$ cat src/rtl/button_debouncer.sv
// Push-button conditioner: synchronizer, stability counter and FSM producing a clean
// level, single-cycle edge strobes and a wrapping press counter.
//
//   state        | meaning
//   S_LOW        | released, level 0
//   S_PEND_HIGH  | synced input went high, qualifying the press
//   S_HIGH       | pressed, level 1
//   S_PEND_LOW   | synced input went low, qualifying the release
module button_debouncer #(
  parameter int STABLE_CYCLES = 250000,
  parameter int SYNC_STAGES   = 2,
  parameter int ACTIVE_LOW    = 0,
  parameter int COUNT_W       = 8
) (
  input  logic               clk,
  input  logic               rst,
  input  logic               btn_in,
  output logic               btn_level,
  output logic               rise_pulse,
  output logic               fall_pulse,
  output logic [COUNT_W-1:0] press_count
);

  localparam int               CNT_W    = $clog2(STABLE_CYCLES + 1);
  localparam logic [CNT_W-1:0] CNT_LAST = CNT_W'(STABLE_CYCLES - 1);
  localparam logic             PIN_INV  = (ACTIVE_LOW != 0);

  typedef enum logic [1:0] {
    S_LOW       = 2'd0,
    S_PEND_HIGH = 2'd1,
    S_HIGH      = 2'd2,
    S_PEND_LOW  = 2'd3
  } state_t;

  logic [SYNC_STAGES-1:0] r_sync;
  logic                   w_s;

  state_t                 r_state;
  state_t                 w_state_nxt;
  logic [CNT_W-1:0]       r_cnt;
  logic [CNT_W-1:0]       w_cnt_nxt;
  logic                   w_rise_nxt;
  logic                   w_fall_nxt;
  logic                   w_level_nxt;

  logic                   r_level;
  logic                   r_rise;
  logic                   r_fall;
  logic [COUNT_W-1:0]     r_count;

  // Synchronizer resets to the idle pin level so a held button is not seen as an edge.
  always_ff @(posedge clk or posedge rst) begin
    if (rst) begin
      r_sync <= {SYNC_STAGES{PIN_INV}};
    end else begin
      r_sync <= {r_sync[SYNC_STAGES-2:0], btn_in};
    end
  end

  assign w_s = r_sync[SYNC_STAGES-1] ^ PIN_INV;

  always_ff @(posedge clk or posedge rst) begin
    if (rst) begin
      r_state <= S_LOW;
      r_cnt   <= '0;
    end else begin
      r_state <= w_state_nxt;
      r_cnt   <= w_cnt_nxt;
    end
  end

  always_comb begin
    w_state_nxt = r_state;
    w_cnt_nxt   = r_cnt;
    w_rise_nxt  = 1'b0;
    w_fall_nxt  = 1'b0;
    case (r_state)
      S_LOW: begin
        if (w_s) begin
          w_state_nxt = S_PEND_HIGH;
          w_cnt_nxt   = '0;
        end
      end
      S_PEND_HIGH: begin
        if (!w_s) begin
          w_state_nxt = S_LOW;
          w_cnt_nxt   = '0;
        end else if (r_cnt == CNT_LAST) begin
          w_state_nxt = S_HIGH;
          w_cnt_nxt   = '0;
          w_rise_nxt  = 1'b1;
        end else begin
          w_cnt_nxt   = r_cnt + CNT_W'(1);
        end
      end
      S_HIGH: begin
        if (!w_s) begin
          w_state_nxt = S_PEND_LOW;
          w_cnt_nxt   = '0;
        end
      end
      S_PEND_LOW: begin
        if (w_s) begin
          w_state_nxt = S_HIGH;
          w_cnt_nxt   = '0;
        end else if (r_cnt == CNT_LAST) begin
          w_state_nxt = S_LOW;
          w_cnt_nxt   = '0;
          w_fall_nxt  = 1'b1;
        end else begin
          w_cnt_nxt   = r_cnt + CNT_W'(1);
        end
      end
      default: begin
        w_state_nxt = S_LOW;
        w_cnt_nxt   = '0;
      end
    endcase
  end

  // Outputs are registered from the next state so they line up with the state register.
  assign w_level_nxt = (w_state_nxt == S_HIGH) || (w_state_nxt == S_PEND_LOW);

  always_ff @(posedge clk or posedge rst) begin
    if (rst) begin
      r_level <= 1'b0;
      r_rise  <= 1'b0;
      r_fall  <= 1'b0;
      r_count <= '0;
    end else begin
      r_level <= w_level_nxt;
      r_rise  <= w_rise_nxt;
      r_fall  <= w_fall_nxt;
      if (w_rise_nxt) begin
        r_count <= r_count + COUNT_W'(1);
      end
    end
  end

  assign btn_level   = r_level;
  assign rise_pulse  = r_rise;
  assign fall_pulse  = r_fall;
  assign press_count = r_count;

endmodule
$ cat config.mk
export PLATFORM = sky130hd
export DESIGN_NAME = button_debouncer
export DESIGN_NICKNAME = d
export VERILOG_FILES = /design/src/rtl/button_debouncer.sv
export SDC_FILE = /design/constraint.sdc
export NUM_CORES = 1
export LEC_CHECK = 0
export ABC_AREA = 1
export CORE_ASPECT_RATIO = 2
export CORE_MARGIN = 4
export CORE_UTILIZATION = 60
export CTS_CLUSTER_DIAMETER = 200
export CTS_CLUSTER_SIZE = 24
export DETAILED_ROUTE_END_ITERATION = 10
export GPL_ROUTABILITY_DRIVEN = 0
export PLACE_DENSITY = 0.85
export SLEW_MARGIN = 15
export SYNTH_ARGS = -nofsm -noshare
export SYNTH_HDL_FRONTEND = slang
export SYNTH_SLANG_ARGS = --single-unit
export TNS_END_PERCENT = 20
$ cat constraint.sdc
create_clock -name clk -period 4.2 [get_ports clk]
set_input_delay 1.26 -clock clk [delete_from_list [all_inputs] [get_ports clk]]
set_output_delay 1.26 -clock clk [all_outputs]
set_load 0.005 [all_outputs]
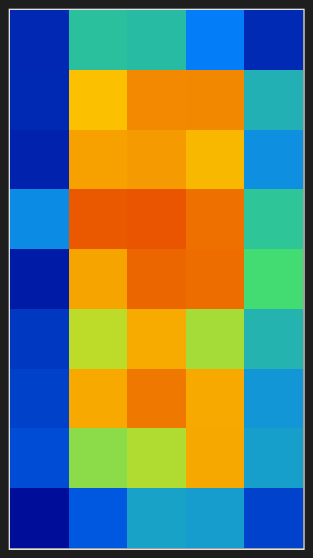
*Cell area per tile*
Scale: 6 px per µm. The die is cut into 5 by 9 equal tiles; dark blue is low, red is high, 0 to 100% covered.
tiles over 75% full	38%
mean over tiles	51%
emptiest ninth of the die	bottom left
densest ninth of the die	middle

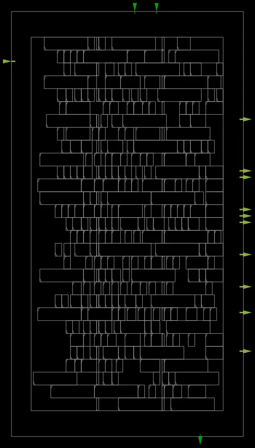
*Cell outlines without signal wires*
Seq/total area: 36.6%
flop count: 33
# Taps: 31

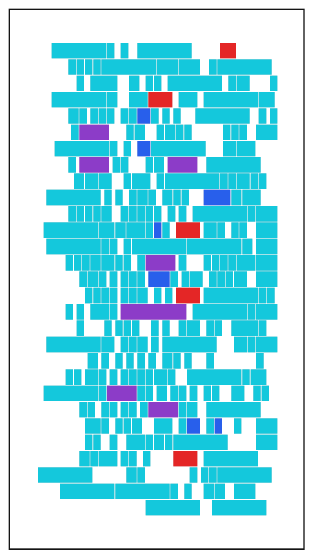
*Drive-strength map*
Scale: 6 px per µm.
colour	size	cells	share
purple	_6 and larger	7	2.3%
red	_3 and _4 cells	5	1.7%
cyan	_0 and _1 cells	283	94%
blue	_2 cells	7	2.3%

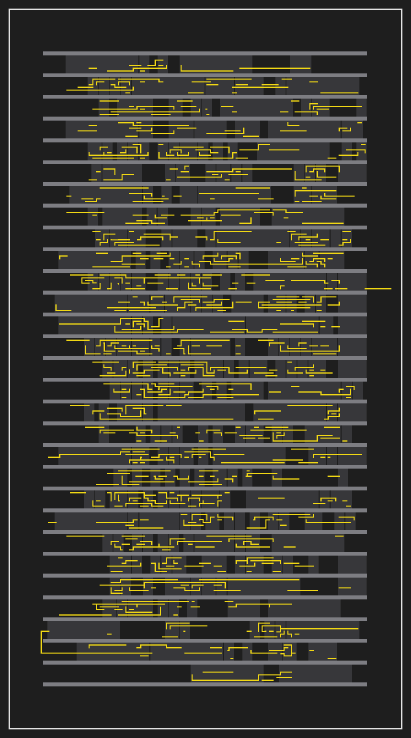
*M1 wires*
Scale: 8 px per µm. Supply wires on this layer in grey. Cells faint in the background.
share of all routed wire	35%
main direction	horizontal
wire length on this layer	1580 µm
nets with wire on the layer	280
longest straight run	16.6 µm

==> impl_metrics.py <==
# Flow results
metrics = {
    "die": {
        "core_area_um2": 3190,
    },
    "logic_synthesis": {
        "ys_seq_share_pct": 41.2,
        "flop_cell": "dfrtp_1",
        "yosys-stat-cells": 285,
        "synthMuxAreaShare_pct": 0,
        "yosysTopAreaCellShare_pct": 41.2,
        "avgSynthCellArea_um2": 7.03,
        "synth_nets": 290,
        "simple_gate_area_share_pct": 40.8,
        "synth_dominant_cell_count": "nand2_1",
        "netlist_instances": 285,
    },
    "pwr": {
        "p_leak_nw": 1.07,
        "power_density_nw_per_um2": 291,
    },
    "sta": {
        "max_clock_freq_mhz": 400,
        "tightestPinTransition_ps": 574,
        "post-route-period-util_pct": 59.6,
        "finalSetupViolations": 0,
        "fin_skew_ps": 3.24,
        "slew_headroom_pct": 61.6,
        "hold_violations": 0,
        "worst_slack_ps": 1700,
    },
    "worst_setup_path": {
        "r2r-end": "r_cnt[12]$_DFFE_PP0P_",
        "worstSetupStartpoint": "press_count[5]$_DFFE_PP0P_",
        "critPathCaptureType": "output port",
        "cp.depth": 1,
        "cp-start-kind": "flip-flop",
        "worstReg2RegStart": "r_sync[1]$_DFF_PP0_",
        "crit_family": "buffers and inverters",
        "critPathKind": "flip-flop to output port",
        "critical_path.max_stage_delay_ps": 530,
        "cp-endpoint": "press_count[5]",
    },
    "clock_tree": {
        "postCtsHoldBufs": 0,
        "cts_resized": 0,
        "cts_sinks": 33,
        "clk_latency_ps": 280,
        "cts_setup_buffers": 0,
        "path_clk_slew_ps": 70,
    },
    "route": {
        "routed-wl-met3_um": 190,
        "wirelength_mm": 4.50,
        "drt-wirelength-per-cell_um": 13.5,
        "drtIter0Drc": 90,
        "dr.max_layer_used": "met4",
        "met2_length_mm": 2.55,
        "firstDrtPassIters": 4,
        "drcViolationCount": 0,
    },
    "run_status": {
        "status": "finished, final reports clean",
    },
    "job": {
        "drv_cap": 0,
    },
    "global_routing": {
        "antenna_found_initial": 0,
        "overflow": 0,
        "grt_pass1_wl_mm": 7.92,
        "grt_usage_pct": 22.6,
    },
    "cells_and_area": {
        "syn_to_final_growth_pct": 12.6,
        "fillers": 259,
        "layout_top_cell": "nand2_1",
    },
    "min_path": {
        "min_from": "r_sync[0]$_DFF_PP0_",
    },
    "place": {
        "post-dp-hpwl_mm": 3.32,
    },
}
[per-stage QoR]
stage | utilization (%) | hold WS (ps) | total power [mW] | cells | instance area (µm²)
2_1_floorplan | - | 331 | 0.348 | 285 | 2000
3_3_place_gp | 67.0 | 335 | 0.354 | 325 | 2140
3_5_place_dp | 67.0 | 337 | 0.355 | 325 | 2140
4_1_cts | 70.7 | 352 | 0.663 | 333 | 2260
5_1_grt | 70.7 | 361 | 0.681 | 333 | 2260
6_report | 70.7 | 349 | 0.656 | 333 | 2260
[worst min path at each step]
stage	endpoint	depth (start not counted)	slack, ps
2_1_floorplan	r_sync[1]$_DFF_PP0_	0	330
3_3_place_gp	r_sync[1]$_DFF_PP0_	0	340
3_5_place_dp	r_sync[1]$_DFF_PP0_	0	340
4_1_cts	r_sync[1]$_DFF_PP0_	0	350
5_1_grt	r_sync[1]$_DFF_PP0_	0	360
6_report	r_sync[1]$_DFF_PP0_	0	350
[power by group]
group	switching (mW)	total, mW	leakage [nW]	internal, mW
sequential	0.00421	0.325	0.453	0.321
clock	0.114	0.307	0.0585	0.193
combinational	0.0178	0.0234	0.556	0.00561
[state kept, by name, summed over array words and instances (netlist names)]
register     count
btn_level        1
fall_pulse       1
press_count      8
r_cnt           18
r_state          2
r_sync           2
rise_pulse       1
[final cells by class]
cell class / instances / area, µm² / share of cell area [%]
timing repair buffer: 14 / 138 / 6.10
tap: 31 / 38.8 / 1.72
clock buffer: 7 / 86.3 / 3.82
sequential: 33 / 826 / 36.6
clock inverter: 1 / 30.0 / 1.33
inverter: 32 / 120 / 5.32
multi-input combinational: 215 / 1020 / 45.1
[metal layers]
metal / global-route usage (%) / vias up
met5: 0 / -
met4: 12.8 / 0
li1: - / 927
met1: 22.1 / 848
met2: 41.8 / 66
met3: 4.14 / 27
Power figures rest on the tool's default switching activity, not on a simulated workload.
